**Wires at chosen ports, followed through buffers**

Drawn at 3 px/um.
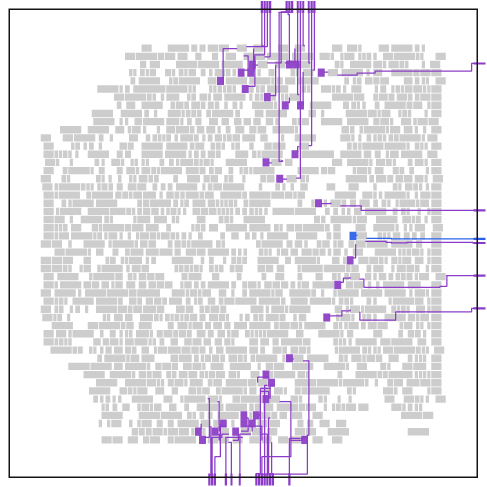
**Sequential cells grouped by signal name**

Drawn at 2 px/um.
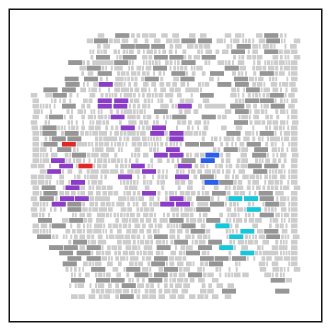
### config.mk
export PLATFORM = sky130hd
export DESIGN_NAME = branch_sequencer
export DESIGN_NICKNAME = d
export VERILOG_FILES = /design/src/rtl/branch_sequencer_pkg.sv /design/src/rtl/branch_disp_collect.sv /design/src/rtl/branch_sequencer.sv
export SDC_FILE = /design/constraint.sdc
export NUM_CORES = 1
export LEC_CHECK = 0
export ABC_CLOCK_PERIOD_IN_PS = 8700
export CAP_MARGIN = 20
export CORE_MARGIN = 10
export CORE_UTILIZATION = 55
export CTS_BUF_LIST = sky130_fd_sc_hd__clkbuf_4
export DETAILED_ROUTE_END_ITERATION = 10
export GPL_ROUTABILITY_DRIVEN = 0
export PLACE_DENSITY = 0.86
export SYNTH_ARGS = -nofsm -noshare
export SYNTH_HDL_FRONTEND = slang
export SYNTH_SLANG_ARGS = --single-unit
### constraint.sdc
create_clock -name clk_i -period 8.7 [get_ports clk_i]
set_clock_uncertainty 0.15 [all_clocks]
set_input_delay 1.305 -clock clk_i [delete_from_list [all_inputs] [get_ports clk_i]]
set_output_delay 1.305 -clock clk_i [all_outputs]
set_load 0.01 [all_outputs]
### src/rtl/branch_sequencer_pkg.sv
// Shared definitions for the relative branch sequencer: opcode constants,
// sequencer states and displacement-length / opcode-support helpers.
package branch_sequencer_pkg;

  localparam logic [7:0] OP_JO     = 8'h70;
  localparam logic [7:0] OP_JNO    = 8'h71;
  localparam logic [7:0] OP_JB     = 8'h72;
  localparam logic [7:0] OP_JAE    = 8'h73;
  localparam logic [7:0] OP_JE     = 8'h74;
  localparam logic [7:0] OP_JNE    = 8'h75;
  localparam logic [7:0] OP_JBE    = 8'h76;
  localparam logic [7:0] OP_JA     = 8'h77;
  localparam logic [7:0] OP_JS     = 8'h78;
  localparam logic [7:0] OP_JNS    = 8'h79;
  localparam logic [7:0] OP_JP     = 8'h7A;
  localparam logic [7:0] OP_JNP    = 8'h7B;
  localparam logic [7:0] OP_JL     = 8'h7C;
  localparam logic [7:0] OP_JGE    = 8'h7D;
  localparam logic [7:0] OP_JLE    = 8'h7E;
  localparam logic [7:0] OP_JNLE   = 8'h7F;
  localparam logic [7:0] OP_LOOPNZ = 8'hE0;
  localparam logic [7:0] OP_LOOPZ  = 8'hE1;
  localparam logic [7:0] OP_LOOP   = 8'hE2;
  localparam logic [7:0] OP_JCXZ   = 8'hE3;
  localparam logic [7:0] OP_JMPS   = 8'hEB;

  typedef enum logic [2:0] {
    IDLE,
    DISP,
    EVAL,
    REDIR,
    FIN
  } state_e;

  function automatic logic [2:0] disp_len(input logic long_form, input logic oper32);
    if (!long_form) return 3'd1;
    return oper32 ? 3'd4 : 3'd2;
  endfunction

  function automatic logic is_supported(input logic [7:0] ir, input logic long_form);
    if (long_form) return ir[7:4] == 4'h8;
    return (ir[7:4] == 4'h7) || (ir == OP_JMPS) || (ir[7:2] == 6'b111000);
  endfunction

endpackage

### src/rtl/branch_disp_collect.sv
// Assembles a 1/2/4-byte little-endian displacement from the prefetch byte
// stream and presents it sign-extended to 32 bits.
module branch_disp_collect
  import branch_sequencer_pkg::*;
(
  input  logic        clk_i,
  input  logic        rst_i,
  input  logic        clear_i,
  input  logic        en_i,
  input  logic [2:0]  len_i,
  input  logic [7:0]  qbyte_i,
  input  logic        qvalid_i,
  output logic        qready_o,
  output logic [31:0] disp_o,
  output logic        done_o
);

  logic [1:0]  cnt_q, cnt_d;
  logic [31:0] raw_q, raw_d;
  logic        accept;

  assign qready_o = en_i;
  assign accept   = en_i & qvalid_i;
  assign done_o   = accept && ({1'b0, cnt_q} == (len_i - 3'd1));

  // NOTE: every variable written here gets a default first, so no path leaves it unassigned and no latch is inferred.
  always_comb begin
    cnt_d = cnt_q;
    raw_d = raw_q;
    if (clear_i) begin
      cnt_d = '0;
      raw_d = '0;
    end else if (accept) begin
      raw_d[8*cnt_q +: 8] = qbyte_i;
      cnt_d               = cnt_q + 2'd1;
    end
  end

  // NOTE: state is updated with non-blocking assignments so all registers sample pre-edge values.
  always_ff @(posedge clk_i) begin
    if (rst_i) begin
      cnt_q <= '0;
      raw_q <= '0;
    end else begin
      cnt_q <= cnt_d;
      raw_q <= raw_d;
    end
  end

  always_comb begin
    case (len_i)
      3'd1:    disp_o = {{24{raw_q[7]}}, raw_q[7:0]};
      3'd2:    disp_o = {{16{raw_q[15]}}, raw_q[15:0]};
      default: disp_o = raw_q;
    endcase
  end

endmodule

### src/rtl/branch_sequencer.sv
// Relative control-transfer sequencer: collects the displacement, resolves the
// condition, writes back the LOOP counter and redirects fetch on taken branches.
module branch_sequencer
  import branch_sequencer_pkg::*;
#(
  parameter int AW = 32
) (
  input  logic          clk_i,
  input  logic          rst_i,
  input  logic          start_i,
  input  logic [7:0]    ir_i,
  input  logic          long_i,
  input  logic          oper32_i,
  input  logic          addr32_i,
  input  logic [AW-1:0] eip_i,
  input  logic [31:0]   ecx_i,
  input  logic          zf_i,
  input  logic          cf_i,
  input  logic          sf_i,
  input  logic          vf_i,
  input  logic          pf_i,
  input  logic [7:0]    qbyte_i,
  input  logic          qvalid_i,
  output logic          qready_o,
  output logic [31:0]   ecx_o,
  output logic          ecx_we_o,
  output logic          redirect_o,
  output logic [AW-1:0] redirect_eip_o,
  input  logic          redirect_ack_i,
  output logic [AW-1:0] next_eip_o,
  output logic          taken_o,
  output logic          done_o,
  output logic          illegal_o,
  output logic          busy_o
);

  localparam logic [AW-1:0] MASK16 = {{(AW-16){1'b0}}, 16'hFFFF};

  state_e        state_q, state_d;
  logic [7:0]    ir_q;
  logic          long_q, oper32_q, addr32_q;
  logic [AW-1:0] eip_q, next_q, target_q;
  logic [31:0]   ecx_q;
  logic          taken_q, illegal_q;

  logic [2:0]    len;
  logic [31:0]   disp;
  logic          disp_done;
  logic [7:0]    cc;
  logic [31:0]   count;
  logic          take;
  logic          is_loop;
  logic [AW-1:0] next_eip, target_eip;
  logic [31:0]   ecx_dec;

  assign len = disp_len(long_q, oper32_q);

  branch_disp_collect u_disp (
    .clk_i    (clk_i),
    .rst_i    (rst_i),
    .clear_i  (state_q == IDLE && start_i),
    .en_i     (state_q == DISP),
    .len_i    (len),
    .qbyte_i  (qbyte_i),
    .qvalid_i (qvalid_i),
    .qready_o (qready_o),
    .disp_o   (disp),
    .done_o   (disp_done)
  );

  // Near Jcc (0F 8x) shares the short 7x condition encoding.
  always_comb begin
    cc    = long_q ? {4'h7, ir_q[3:0]} : ir_q;
    count = addr32_q ? ecx_q : {16'h0, ecx_q[15:0]};
    take  = 1'b0;
    if (cc[7:4] == 4'h7) begin
      case (cc[3:1])
        3'd0: take = vf_i;
        3'd1: take = cf_i;
        3'd2: take = zf_i;
        3'd3: take = cf_i | zf_i;
        3'd4: take = sf_i;
        3'd5: take = pf_i;
        3'd6: take = sf_i ^ vf_i;
        default: take = zf_i | (sf_i ^ vf_i);
      endcase
      take = take ^ cc[0];
    end else begin
      case (cc)
        OP_JMPS:   take = 1'b1;
        OP_JCXZ:   take = (count == 32'd0);
        OP_LOOP:   take = (count != 32'd1);
        OP_LOOPZ:  take = (count != 32'd1) & zf_i;
        OP_LOOPNZ: take = (count != 32'd1) & ~zf_i;
        default:   take = 1'b0;
      endcase
    end
  end

  always_comb begin
    is_loop    = !long_q && (ir_q == OP_LOOP || ir_q == OP_LOOPZ || ir_q == OP_LOOPNZ);
    ecx_dec    = addr32_q ? (ecx_q - 32'd1) : {ecx_q[31:16], ecx_q[15:0] - 16'd1};
    next_eip   = eip_q + AW'(len);
    target_eip = next_eip + AW'($signed(disp));
    if (!oper32_q) begin
      next_eip   = next_eip & MASK16;
      target_eip = target_eip & MASK16;
    end
  end

  always_comb begin
    state_d    = state_q;
    ecx_we_o   = 1'b0;
    redirect_o = 1'b0;
    done_o     = 1'b0;
    case (state_q)
      IDLE:    if (start_i) state_d = is_supported(ir_i, long_i) ? DISP : FIN;
      DISP:    if (disp_done) state_d = EVAL;
      EVAL: begin
        ecx_we_o = is_loop;
        state_d  = take ? REDIR : FIN;
      end
      REDIR: begin
        redirect_o = 1'b1;
        if (redirect_ack_i) state_d = FIN;
      end
      FIN: begin
        done_o  = 1'b1;
        state_d = IDLE;
      end
      default: state_d = IDLE;
    endcase
  end

  assign busy_o         = (state_q != IDLE);
  assign ecx_o          = ecx_we_o ? ecx_dec : 32'd0;
  assign redirect_eip_o = redirect_o ? target_q : '0;
  assign next_eip_o     = done_o ? next_q : '0;
  assign taken_o        = done_o & taken_q;
  assign illegal_o      = done_o & illegal_q;

  always_ff @(posedge clk_i) begin
    if (rst_i) begin
      state_q   <= IDLE;
      ir_q      <= '0;
      long_q    <= 1'b0;
      oper32_q  <= 1'b0;
      addr32_q  <= 1'b0;
      eip_q     <= '0;
      ecx_q     <= '0;
      next_q    <= '0;
      target_q  <= '0;
      taken_q   <= 1'b0;
      illegal_q <= 1'b0;
    end else begin
      state_q <= state_d;
      if (state_q == IDLE && start_i) begin
        ir_q      <= ir_i;
        long_q    <= long_i;
        oper32_q  <= oper32_i;
        addr32_q  <= addr32_i;
        eip_q     <= eip_i;
        ecx_q     <= ecx_i;
        taken_q   <= 1'b0;
        illegal_q <= !is_supported(ir_i, long_i);
      end
      if (state_q == EVAL) begin
        taken_q  <= take;
        next_q   <= next_eip;
        target_q <= target_eip;
      end
    end
  end

endmodule

==> impl_metrics.json <==
{
  "crit_path_frequent_cell": "o21ai_0",
  "flop_cell": "dfxtp_1",
  "final.clkbuf_count": 17,
  "nNonClkInverters": 23,
  "chipArea_um2": 24200,
  "core_um2": 18000,
  "drt_pass1_iterations": 8,
  "met1_length_um": 13100,
  "use_met2_pct": 40.0,
  "max_slew_margin_pct": 27.4,
  "clock_power_share_pct": 28.7,
  "grt_util_met1_pct": 31.5,
  "grt-busiest-layer": "met2",
  "syn2layout_area_growth_pct": 22.4,
  "yosys.area.top_type": "dfxtp_1",
  "simple_gate_share_pct": 29.5,
  "syn_nets": 1481,
  "ys_sh_xor_pct": 7.27,
  "outcome": "completed",
  "grt_overflow": 0,
  "clkLatencyLatePin_ns": 0.59,
  "crit_arrival_ns": 5.81,
  "power_switching_uw": 485,
  "buf_share_pct": 16.3,
  "p_sw_share_pct": 30.1,
  "grt_pass1_vias": 9596,
  "path_delay_family": "simple AND/OR/NAND/NOR gates",
  "portBuffers": 195,
  "grt_pass1_wl_um": 49300,
  "cp.required_ns": 9.02,
  "p_int_mw": 1.12,
  "ir_drop_uv": 78.6,
  "fin_ws_ns": 3.21,
  "drc": 0,
  "fillCellCount": 1548,
  "dp_hpwl_um": 23600,
  "holdWs_ns": 0.308,
  "clock_area_share_pct": 2.17
}
-- 'wires at chosen ports, followed through buffers' (at the start) --
`redirect_eip_o` -> purple  # direction output, edge 14 bottom, 13 top, 5 right, end cells 32, buffers 32, wire 1080 um
`taken_o` -> blue  # direction output, edge right, end cells 1, buffers 1, wire 36.7 um

-- 'sequential cells grouped by signal name' (at the start) --
`ir_q` -> cyan  # sequential cells 8
`state_q` -> blue  # sequential cells 3
`u_disp.cnt_q` -> red  # sequential cells 2
`u_disp.raw_q` -> purple  # sequential cells 32
not colored = 133
Flop area: 3560 um^2
Core Util, Final: 68.6%

## path summary, 6_finish.rpt
check	start	endpoint	slack (ns)	cells past startpoint
hold reg to reg	target_q[7]$_SDFFE_PP0N_	target_q[7]$_SDFFE_PP0N_	0.31	2
setup reg to reg	long_q$_SDFFE_PP0P_	target_q[25]$_SDFFE_PP0N_	3.21	17
setup / recovery	long_q$_SDFFE_PP0P_	target_q[25]$_SDFFE_PP0N_	3.21	17
hold / removal	target_q[7]$_SDFFE_PP0N_	target_q[7]$_SDFFE_PP0N_	0.31	2
## cells by family after synthesis
| logic type | after synthesis |
|---|---|
| DFF | 178 |
| buffers and inverters | 98 |
| adders and majority gates | 43 |
| muxes | 3 |
| AOI/OAI and AO/OA | 304 |
| and+or+nand+nor | 636 |
| xor gates and xnor gates | 83 |
